--- src/rtl/fetch_stage_pkg.sv ---
// fetch_stage_pkg
//   Shared constants and types for the instruction-fetch stage.
//   - NOP_INST       : encoding used for a bubble in IF/ID
//   - OPC_HI/OPC_LO  : opcode bit range within a 16-bit instruction
//   - fetch_state_e  : fetch FSM encoding (FS_BOOT / FS_RUN)
package fetch_stage_pkg;

    localparam logic [15:0] NOP_INST = 16'h0000;
    localparam int          OPC_HI   = 15;
    localparam int          OPC_LO   = 12;

    typedef enum logic {
        FS_BOOT = 1'b0,
        FS_RUN  = 1'b1
    } fetch_state_e;

    // Opcode field of an instruction word; a bubble decodes as opcode 0.
    function automatic logic [3:0] opcode_of(input logic [15:0] inst);
        return inst[OPC_HI:OPC_LO];
    endfunction

endpackage

--- src/rtl/fetch_stage_ifid.sv ---
// ifid_reg
//   IF/ID pipeline register holding valid / instruction / PC+1.
//   Ports:
//     clk, rst_n        : clock, synchronous active-low reset
//     load              : capture next_inst / next_pc1 and mark valid
//     hold              : keep current contents
//     bubble            : clear to an invalid NOP with pc1 = 0
//     next_inst/next_pc1: data captured on load
//     valid, inst, pc1  : register contents
//   Control priority: reset > bubble > hold > load. With no control
//   asserted the register simply keeps its value.
module ifid_reg #(
    parameter int PC_W   = 8,
    parameter int INST_W = 16
) (
    input  logic              clk,
    input  logic              rst_n,
    input  logic              load,
    input  logic              hold,
    input  logic              bubble,
    input  logic [INST_W-1:0] next_inst,
    input  logic [PC_W-1:0]   next_pc1,
    output logic              valid,
    output logic [INST_W-1:0] inst,
    output logic [PC_W-1:0]   pc1
);

    always_ff @(posedge clk) begin
        if (!rst_n) begin
            valid <= 1'b0;
            inst  <= '0;
            pc1   <= '0;
        end else if (bubble) begin
            valid <= 1'b0;
            inst  <= '0;
            pc1   <= '0;
        end else if (hold) begin
            valid <= valid;
            inst  <= inst;
            pc1   <= pc1;
        end else if (load) begin
            valid <= 1'b1;
            inst  <= next_inst;
            pc1   <= next_pc1;
        end
    end

endmodule

--- src/rtl/fetch_stage.sv ---
// fetch_stage
//   Instruction-fetch stage: PC register, BOOT/RUN control FSM, redirect
//   bubble counter and the IF/ID register.
//   Ports:
//     clk, rst_n   : clock, synchronous active-low reset
//     imem_addr    : instruction memory address (the pc register itself)
//     imem_data    : combinational instruction memory read data
//     stall        : load-use hazard, freeze pc and IF/ID
//     redirect     : taken branch / j / jr / jal resolved this cycle
//     redirect_pc  : redirect target
//     ifid_valid   : IF/ID holds a real instruction (0 = bubble)
//     ifid_inst    : instruction to decode (0 for a bubble)
//     ifid_pc1     : PC+1 of that instruction
//     flush_cnt    : redirect bubbles inserted, saturating at 255
//     state        : current fetch FSM state (observation only)
//   Control semantics: in RUN, redirect beats stall, stall beats normal
//   advance. BOOT ignores both and always inserts one bubble.
module fetch_stage
    import fetch_stage_pkg::*;
#(
    parameter int PC_W   = 8,
    parameter int INST_W = 16
) (
    input  logic              clk,
    input  logic              rst_n,
    output logic [PC_W-1:0]   imem_addr,
    input  logic [INST_W-1:0] imem_data,
    input  logic              stall,
    input  logic              redirect,
    input  logic [PC_W-1:0]   redirect_pc,
    output logic              ifid_valid,
    output logic [INST_W-1:0] ifid_inst,
    output logic [PC_W-1:0]   ifid_pc1,
    output logic [7:0]        flush_cnt,
    output fetch_state_e      state
);

    fetch_state_e    st, st_next;
    logic [PC_W-1:0] pc, pc_next, pc_plus1;
    logic [7:0]      cnt, cnt_next;
    logic            ld, hld, bub;

    // Modulo-2^PC_W increment; wraps naturally at all-ones.
    assign pc_plus1 = pc + {{(PC_W-1){1'b0}}, 1'b1};

    always_ff @(posedge clk) begin
        if (!rst_n) begin
            st  <= FS_BOOT;
            pc  <= '0;
            cnt <= '0;
        end else begin
            st  <= st_next;
            pc  <= pc_next;
            cnt <= cnt_next;
        end
    end

    always_comb begin
        st_next  = st;
        pc_next  = pc;
        cnt_next = cnt;
        ld       = 1'b0;
        hld      = 1'b0;
        bub      = 1'b0;
        case (st)
            FS_BOOT: begin
                // One settled cycle for instruction memory before fetching.
                st_next = FS_RUN;
                bub     = 1'b1;
            end
            FS_RUN: begin
                if (redirect) begin
                    pc_next = redirect_pc;
                    bub     = 1'b1;
                    if (cnt != 8'hFF) cnt_next = cnt + 8'd1;
                end else if (stall) begin
                    hld = 1'b1;
                end else begin
                    ld      = 1'b1;
                    pc_next = pc_plus1;
                end
            end
            default: begin
                st_next = FS_BOOT;
                bub     = 1'b1;
            end
        endcase
    end

    ifid_reg #(
        .PC_W  (PC_W),
        .INST_W(INST_W)
    ) u_ifid (
        .clk      (clk),
        .rst_n    (rst_n),
        .load     (ld),
        .hold     (hld),
        .bubble   (bub),
        .next_inst(imem_data),
        .next_pc1 (pc_plus1),
        .valid    (ifid_valid),
        .inst     (ifid_inst),
        .pc1      (ifid_pc1)
    );

    assign imem_addr = pc;
    assign flush_cnt = cnt;
    assign state     = st;

endmodule

--- config.mk ---
export PLATFORM = sky130hd
export DESIGN_NAME = fetch_stage
export DESIGN_NICKNAME = d
export VERILOG_FILES = /design/src/rtl/fetch_stage_pkg.sv /design/src/rtl/fetch_stage_ifid.sv /design/src/rtl/fetch_stage.sv
export SDC_FILE = /design/constraint.sdc
export NUM_CORES = 1
export LEC_CHECK = 0
export ABC_CLOCK_PERIOD_IN_PS = 4600
export CAP_MARGIN = 40
export CORE_ASPECT_RATIO = 1.5
export CORE_UTILIZATION = 45
export DETAILED_ROUTE_END_ITERATION = 8
export PLACE_DENSITY = 0.88
export SETUP_SLACK_MARGIN = 0.2
export SYNTH_ARGS = -nofsm -noshare
export SYNTH_HDL_FRONTEND = slang
export SYNTH_HIERARCHICAL = 1
export SYNTH_SLANG_ARGS = --single-unit
export TNS_END_PERCENT = 30
--- constraint.sdc ---
create_clock -name clk -period 4.6 [get_ports clk]
set_clock_uncertainty 0.2 [all_clocks]
set_input_delay 0.92 -clock clk [delete_from_list [all_inputs] [get_ports clk]]
set_output_delay 0.92 -clock clk [all_outputs]
set_load 0.02 [all_outputs]
clock_nets.png
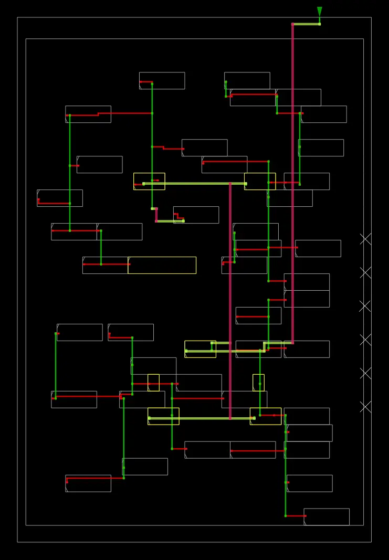
cts bufs inserted: 5
Power Clock: 0.284 mW
Clock buffer cells: 5
Clock Latency Late Sink: 0.29 ns
Seq cells: 42

util_map.png
Scale: 4 px per um. The die is cut into 6 by 9 equal tiles; white is low, dark blue is high, 0 to 100% covered.
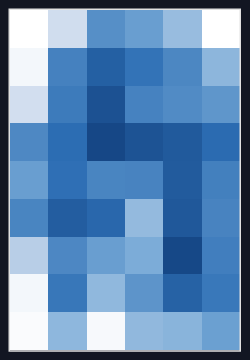
The mean over all tiles is 57%. The emptiest ninth of the die: upper left. The fullest tile reaches 91%. 3.7% of the tiles are nearly empty. 24% of the tiles are over 75% full.

m3.png
Scale: 6 px per um.
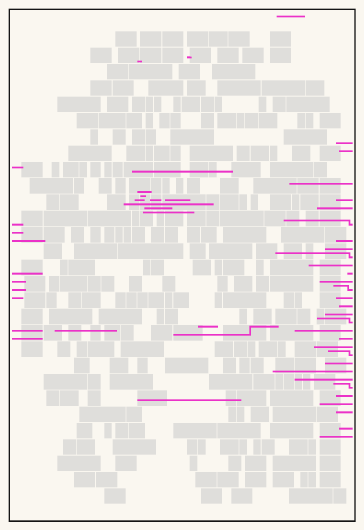
The wires run mostly horizontal. 49 nets have wire on it. The layer holds 6.6% of the routed length. The longest straight run is 17.0 um. The layer carries 294 um of wire.

cell type report:
type / count / area (um2) / area share (%)
multi-input cells: 173 / 1100 / 38.9
flip-flops and latches: 42 / 841 / 29.8
repair buffers: 71 / 706 / 25.0
clock buffers: 5 / 68.8 / 2.44
well taps: 46 / 57.6 / 2.04
clock inverters: 3 / 40.0 / 1.42
inverters: 3 / 11.3 / 0.399
power breakdown:
group,total [mW],internal (mW),switching (mW)
combinational,0.0971,0.0488,0.0483
clock,0.284,0.160,0.124
sequential,0.381,0.371,0.0106
total,0.762,0.579,0.183
layout by cell type, fill, tap and decap left out, types with 5 or more instances in the layout:
cell | synthesis | routed
clkbuf_8 | 0 | 5
nor2_1 | 6 | 6
nand2_2 | 19 | 19
nand2b_1 | 6 | 6
and2_1 | 5 | 5
nand2_1 | 42 | 42
clkdlybuf4s50_1 | 0 | 69
o21ai_0 | 5 | 5
nand3_1 | 8 | 8
a21oi_2 | 19 | 19
xnor2_1 | 8 | 8
nand4_1 | 5 | 5
dfxtp_1 | 42 | 42
o211ai_1 | 5 | 5
and3_1 | 6 | 6
a21oi_1 | 9 | 9
worst reg2reg max path, stage by stage, from the launching register on:
cell	delay, ns
dfxtp_1	0.52
and3_1	0.21
nand2b_1	0.67
nand2_1	0.17
a21oi_2	0.16
flip-flops by register name, summed over array words and instances, names as in the netlist:
name,count
flush_cnt,8
u_ifid/valid,1
u_ifid/inst,16
imem_addr,8
state,1
u_ifid/pc1,8
kinds of logic after synthesis:
family                   count (synthesis)  synth area share [%]
adder cells (fa/ha/maj)                  2                  1.21
multiplexers                             1                 0.483
AND-OR/OR-AND                           52                  19.0
flip-flops                              42                  40.6
buffers and inverters                   19                  6.47
AND/OR/NAND/NOR                        108                  28.0
XOR/XNOR                                10                  4.23
final timing paths:
check	startpoint	endpoint	slack, ns	cells past startpoint
setup / recovery	redirect	u_ifid/pc1[3]	1.44	6
hold / removal	u_ifid/inst[11]	u_ifid/inst[11]	0.26	2
setup reg to reg	state	u_ifid/inst[6]	2.60	4
hold reg to reg	u_ifid/inst[11]	u_ifid/inst[11]	0.26	2
metrics by stage:
stage	std cells	worst slack [ns]	util [%]	hold slack [ns]	instance area (um2)
after floorplan	234	2.21	-	0.333	2070
after global placement	335	1.19	62.8	0.242	2710
after detailed placement	335	1.12	62.8	0.248	2710
after CTS	343	1.44	65.3	0.259	2820
after global routing	343	1.18	65.3	0.276	2820
final	343	1.44	65.3	0.257	2820
metal layers:
layer	wire, um	global-route usage (%)
met4	140	11.1
met3	294	5.49
met2	2330	33.4
met1	1700	19.7
met5	0	0
==> impl_metrics.csv <==
group,metric,value,unit
worst_setup_path,slowest_delay,0.91,ns
job,warning_count,26,
power,pwr_density_cell,270,mW/mm2
timing,rsz0062_at_grt,"no",
detailed_routing,avgRoutedWirePerCell,13.0,um
job,maxCapViolCount,0,
synthesis,synthCells,234,
synthesis,netlist_area,0.00207,mm2
worst_setup_path,slowest_stage,"clkdlybuf4s50_1",
outcome,failed_checks,"design-rule violations",
synthesis,edf_count,0,
detailed_routing,routed_wirelength,4.47,mm
cells_and_area,n_antenna_cell,0,
worst_hold_path,min_path_type,"reg -> reg",
power,ir_drop,0.000175,V
clocking,postCtsSetupBuffers,0,
power,total_power,0.762,mW
global_route,antenna_found_initial,0,
timing,fin_setup_tns,0,ns
worst_setup_path,required,4.57,ns
global_route,grt_max_degree,27,
synthesis,ys_seq_share,40.6,%
clocking,cts_resized,0,
worst_setup_path,endpoint_kind,"flip-flop",
timing,setup_viol,0,
timing,tightest_slew,0.854,ns
global_route,grt_use_total,19.1,%
worst_setup_path,path_cells,"clkdlybuf4s50_1 > inv_1 > and3_1 > nand2b_1 > nand2_1 > a21oi_2",
synthesis,synth.area.top_cells,"dfxtp_1, a21oi_2, nand2_1",
floorplanning,chip_area,0.00488,mm2
detailed_routing,drtPass1Iterations,7,
detailed_routing,vias,1826,
floorplanning,die_y,85.1,um
clocking,ctsLongestPathBuffers,2,
floorplanning,core,0.00432,mm2
detailed_routing,post-route-drc-count,6,
synthesis,ys_dominant_reg_cell,"dfxtp_1",
synthesis,yosysCellCount,234,
synthesis,ys_area,0.00207,mm2
cells_and_area,final_nets,326,
cells_and_area,fillCellCount,363,
global_route,grt-ovfl-total,0,
timing,finalHoldViolations,0,
worst_setup_path,cpLargestDelayFamily,"buffers and inverters",
outcome,status,"finished, violations left",
clocking,cts_tree,"built",
floorplanning,io_pins,70,
synthesis,syn_avg_cell_area,8.85,um2
worst_setup_path,worstSetupPathType,"in -> reg",
power,leakage,0.986,nW
Power figures rest on the tool's default switching activity, not on a simulated workload.
